==> config.mk <==
export PLATFORM = sky130hd
export DESIGN_NAME = fir_coef_sequencer
export DESIGN_NICKNAME = d
export VERILOG_FILES = /design/src/rtl/fir_coef_pkg.sv /design/src/rtl/fir_coef_bank.sv /design/src/rtl/fir_coef_sequencer.sv
export SDC_FILE = /design/constraint.sdc
export NUM_CORES = 1
export LEC_CHECK = 0
export ABC_AREA = 1
export CAP_MARGIN = 20
export CORE_MARGIN = 2
export CORE_UTILIZATION = 40
export DETAILED_ROUTE_END_ITERATION = 8
export DONT_BUFFER_PORTS = 1
export PLACE_DENSITY_LB_ADDON = 0.08
export SETUP_SLACK_MARGIN = 0.05
export SLEW_MARGIN = 20
export SYNTH_ARGS = -nofsm -noshare
export SYNTH_HDL_FRONTEND = slang
export SYNTH_HIERARCHICAL = 1
export SYNTH_SLANG_ARGS = --single-unit
==> constraint.sdc <==
create_clock -name clk -period 3.75 [get_ports clk]
set_input_delay 0.375 -clock clk [delete_from_list [all_inputs] [get_ports clk]]
set_output_delay 0.375 -clock clk [all_outputs]
set_load 0.005 [all_outputs]
==> src/rtl/fir_coef_pkg.sv <==
// Shared types and constants for the fir_filter coefficient sequencer.
// Optional delay-line flush is enabled with the FIR_COEF_FLUSH_EN macro.
package fir_coef_pkg;

    localparam int FIR_NTAPS        = 8;
    localparam int FIR_WW_INPUT     = 16;
    localparam int FIR_WW_COEF      = 16;
    localparam int FIR_MAX_INFLIGHT = 15;

    typedef enum logic [1:0] {
        ST_RUN   = 2'd0,
        ST_DRAIN = 2'd1,
        ST_FLUSH = 2'd2,
        ST_SWAP  = 2'd3
    } state_e;

    // Index width for a tap array; a single-tap filter still needs one bit.
    function automatic int fir_coef_aw(input int ntaps);
        return (ntaps > 1) ? $clog2(ntaps) : 1;
    endfunction

endpackage

==> src/rtl/fir_coef_bank.sv <==
// Shadow and active coefficient register banks with a write port and an
// atomic shadow-to-active swap strobe.
module fir_coef_bank
    import fir_coef_pkg::*;
#(
    parameter int NTAPS   = FIR_NTAPS,
    parameter int WW_COEF = FIR_WW_COEF,
    localparam int AW     = fir_coef_aw(NTAPS)
)(
    input  logic                        clk,
    input  logic                        i_srst,
    input  logic                        i_we,
    input  logic [AW-1:0]               i_addr,
    input  logic signed [WW_COEF-1:0]   i_data,
    input  logic                        i_swap,
    output logic [NTAPS*WW_COEF-1:0]    o_coef_flat
);

    logic signed [WW_COEF-1:0] shadow_q [NTAPS];
    logic signed [WW_COEF-1:0] shadow_d [NTAPS];
    logic signed [WW_COEF-1:0] active_q [NTAPS];
    logic signed [WW_COEF-1:0] active_d [NTAPS];

    always_comb begin
        shadow_d = shadow_q;
        active_d = active_q;
        // Out-of-range addresses are dropped rather than aliased.
        if (i_we && (int'(i_addr) < NTAPS)) begin
            shadow_d[i_addr] = i_data;
        end
        if (i_swap) begin
            active_d = shadow_q;
        end
    end

    always_ff @(posedge clk) begin
        if (i_srst) begin
            for (int k = 0; k < NTAPS; k++) begin
                shadow_q[k] <= '0;
                active_q[k] <= '0;
            end
        end else begin
            shadow_q <= shadow_d;
            active_q <= active_d;
        end
    end

    always_comb begin
        o_coef_flat = '0;
        for (int k = 0; k < NTAPS; k++) begin
            o_coef_flat[k*WW_COEF +: WW_COEF] = active_q[k];
        end
    end

endmodule

==> src/rtl/fir_coef_sequencer.sv <==
// Run-time coefficient controller: stalls the stream, drains in-flight samples,
// optionally flushes zeros (FIR_COEF_FLUSH_EN), then swaps coefficient banks.
module fir_coef_sequencer
    import fir_coef_pkg::*;
#(
    parameter int NTAPS        = FIR_NTAPS,
    parameter int WW_INPUT     = FIR_WW_INPUT,
    parameter int WW_COEF      = FIR_WW_COEF,
    parameter int MAX_INFLIGHT = FIR_MAX_INFLIGHT,
    localparam int AW          = fir_coef_aw(NTAPS)
)(
    input  logic                        clk,
    input  logic                        i_srst,
    input  logic                        i_en,
    input  logic [AW-1:0]               i_cfg_addr,
    input  logic [WW_COEF-1:0]          i_cfg_data,
    input  logic                        i_cfg_we,
    input  logic                        i_cfg_commit,
    output logic                        o_cfg_busy,
    input  logic [WW_INPUT-1:0]         i_is_data,
    input  logic                        i_is_dv,
    output logic                        o_is_rfd,
    output logic [WW_INPUT-1:0]         o_fir_data,
    output logic                        o_fir_dv,
    input  logic                        i_fir_rfd,
    input  logic                        i_fir_os_dv,
    input  logic                        i_fir_os_rfd,
    output logic [NTAPS*WW_COEF-1:0]    o_coef_flat
);

    localparam int CW = $clog2(MAX_INFLIGHT + 1);
    localparam logic [CW-1:0] INFL_MAX = CW'(MAX_INFLIGHT);

    state_e        state_q, state_d;
    logic [CW-1:0] infl_q, infl_d;
    logic          fir_accept;
    logic          fir_out_xfer;
    logic          bank_we;
    logic          bank_swap;

`ifdef FIR_COEF_FLUSH_EN
    localparam int FW = fir_coef_aw(NTAPS);
    logic [FW-1:0] flush_q, flush_d;
`endif

    // Stream muxing; everything is gated during reset and clock-enable low.
    always_comb begin
        o_fir_data = '0;
        o_fir_dv   = 1'b0;
        o_is_rfd   = 1'b0;
        o_cfg_busy = (state_q != ST_RUN) && !i_srst;
        if (!i_srst && i_en) begin
            case (state_q)
                ST_RUN: begin
                    o_fir_data = i_is_data;
                    o_fir_dv   = i_is_dv;
                    o_is_rfd   = i_fir_rfd;
                end
                ST_FLUSH: begin
                    o_fir_dv = 1'b1;
                end
                default: ;
            endcase
        end
    end

    assign fir_accept   = o_fir_dv & i_fir_rfd;
    assign fir_out_xfer = i_fir_os_dv & i_fir_os_rfd & i_en;

    always_comb begin
        infl_d = infl_q;
        if (fir_accept && !fir_out_xfer && (infl_q != INFL_MAX)) begin
            infl_d = infl_q + 1'b1;
        end else if (!fir_accept && fir_out_xfer && (infl_q != '0)) begin
            infl_d = infl_q - 1'b1;
        end
    end

    always_comb begin
        state_d   = state_q;
        bank_we   = 1'b0;
        bank_swap = 1'b0;
`ifdef FIR_COEF_FLUSH_EN
        flush_d   = flush_q;
`endif
        if (i_en) begin
            case (state_q)
                ST_RUN: begin
                    // A write in the commit cycle lands before the swap.
                    bank_we = i_cfg_we;
                    if (i_cfg_commit) begin
                        state_d = ST_DRAIN;
                    end
                end
                ST_DRAIN: begin
                    if (infl_q == '0) begin
`ifdef FIR_COEF_FLUSH_EN
                        state_d = ST_FLUSH;
                        flush_d = '0;
`else
                        state_d = ST_SWAP;
`endif
                    end
                end
`ifdef FIR_COEF_FLUSH_EN
                ST_FLUSH: begin
                    if (fir_accept) begin
                        if (flush_q == FW'(NTAPS - 1)) begin
                            flush_d = '0;
                            state_d = ST_SWAP;
                        end else begin
                            flush_d = flush_q + 1'b1;
                        end
                    end
                end
`endif
                ST_SWAP: begin
                    bank_swap = 1'b1;
                    state_d   = ST_RUN;
                end
                default: state_d = ST_RUN;
            endcase
        end
    end

    always_ff @(posedge clk) begin
        if (i_srst) begin
            state_q <= ST_RUN;
            infl_q  <= '0;
`ifdef FIR_COEF_FLUSH_EN
            flush_q <= '0;
`endif
        end else begin
            state_q <= state_d;
            infl_q  <= infl_d;
`ifdef FIR_COEF_FLUSH_EN
            flush_q <= flush_d;
`endif
        end
    end

    fir_coef_bank #(
        .NTAPS   (NTAPS),
        .WW_COEF (WW_COEF)
    ) u_bank (
        .clk         (clk),
        .i_srst      (i_srst),
        .i_we        (bank_we),
        .i_addr      (i_cfg_addr),
        .i_data      (i_cfg_data),
        .i_swap      (bank_swap),
        .o_coef_flat (o_coef_flat)
    );

endmodule
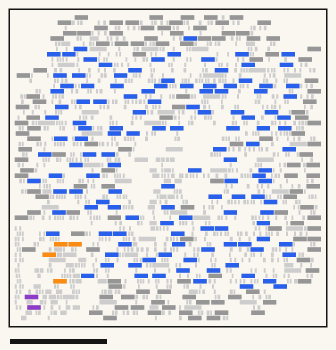
Fig. 1. Register map, names as in the netlist.
Bar = 50 um.
name in the netlist	color	flops
`state_q`	purple	2
`u_bank/shadow_q`	blue	128
`infl_q`	orange	4
not colored	128

==> changes_impl.md <==
### Metrics

- Cell Chain, Critical Path: nor2_2, buf_4, inv_2, nor2_1, nand2_4, inv_2, nand3_1, nand2_1, nor2_1
- Status: completed
- Post-CTS Hold Fix Bufs: 3
- Tot Pwr: around 0.0060 W
- Leading area contributor after synthesis: dfxtp_1
- Startpoint Class: flop
- CTS tree: yes
- Initial antenna violation count: 0
- Vias in the first global route: 7774
- Pwr/cell area: 535 nW/um2
- Endpoints failing setup: 0
- AND-OR/OR-AND Cells, Area Fraction: 0.0686
- Total CTS buffers: 29
- Worst Path Arrival: 2.97 ns
- Placed Area: 10200 um2
- #MultiIn Comb: 1001
- Synth Warn #: 6
- Design Area, Final: 11200 um2
- Initial Util: 0.405
- Dominant comb cell: simple AND/OR/NAND/NOR gates
- Full die area: 26500 um2
- Hold slack: 0.103 ns
- Final min period: 2.54 ns
- Max Slew Vio Count: 0
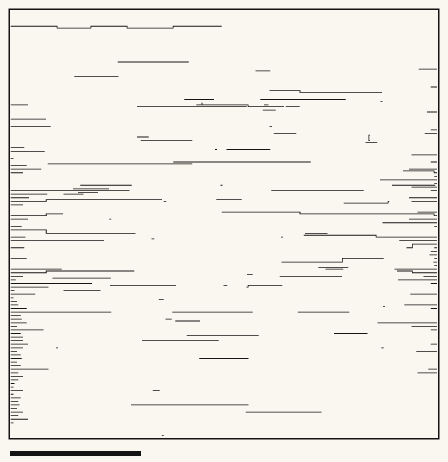
Fig. 2. Met3 routing.
Bar = 50 um.
nets with wire on the layer	138
longest straight run	54.7 um
main direction	horizontal
share of all routed wire	7.4%

## path summary, 6_finish.rpt
| kind | depth (start not counted) | startpoint | slack (ns) | endpoint |
|---|---|---|---|---|
| worst min-delay path | 3 | i_en | 0.10 | state_q[0] |
| worst max-delay path | 9 | state_q[1] | 1.21 | u_bank/shadow_q[33] |
| worst min register to register | 2 | u_bank/shadow_q[50] | 0.48 | u_bank/o_coef_flat[66] |
| worst max register to register | 9 | state_q[1] | 1.21 | u_bank/shadow_q[33] |
## layer usage
layer / vias to the layer above / GRT usage / share of wire
li1: 4249 / - / -
met2: 223 / 0.332 / 0.45
met5: - / 0 / 0
met1: 3799 / 0.284 / 0.46
met3: 38 / 0.0474 / 0.074
met4: 0 / 0.0479 / 0.019
Power is estimated from default activity; no workload was simulated.
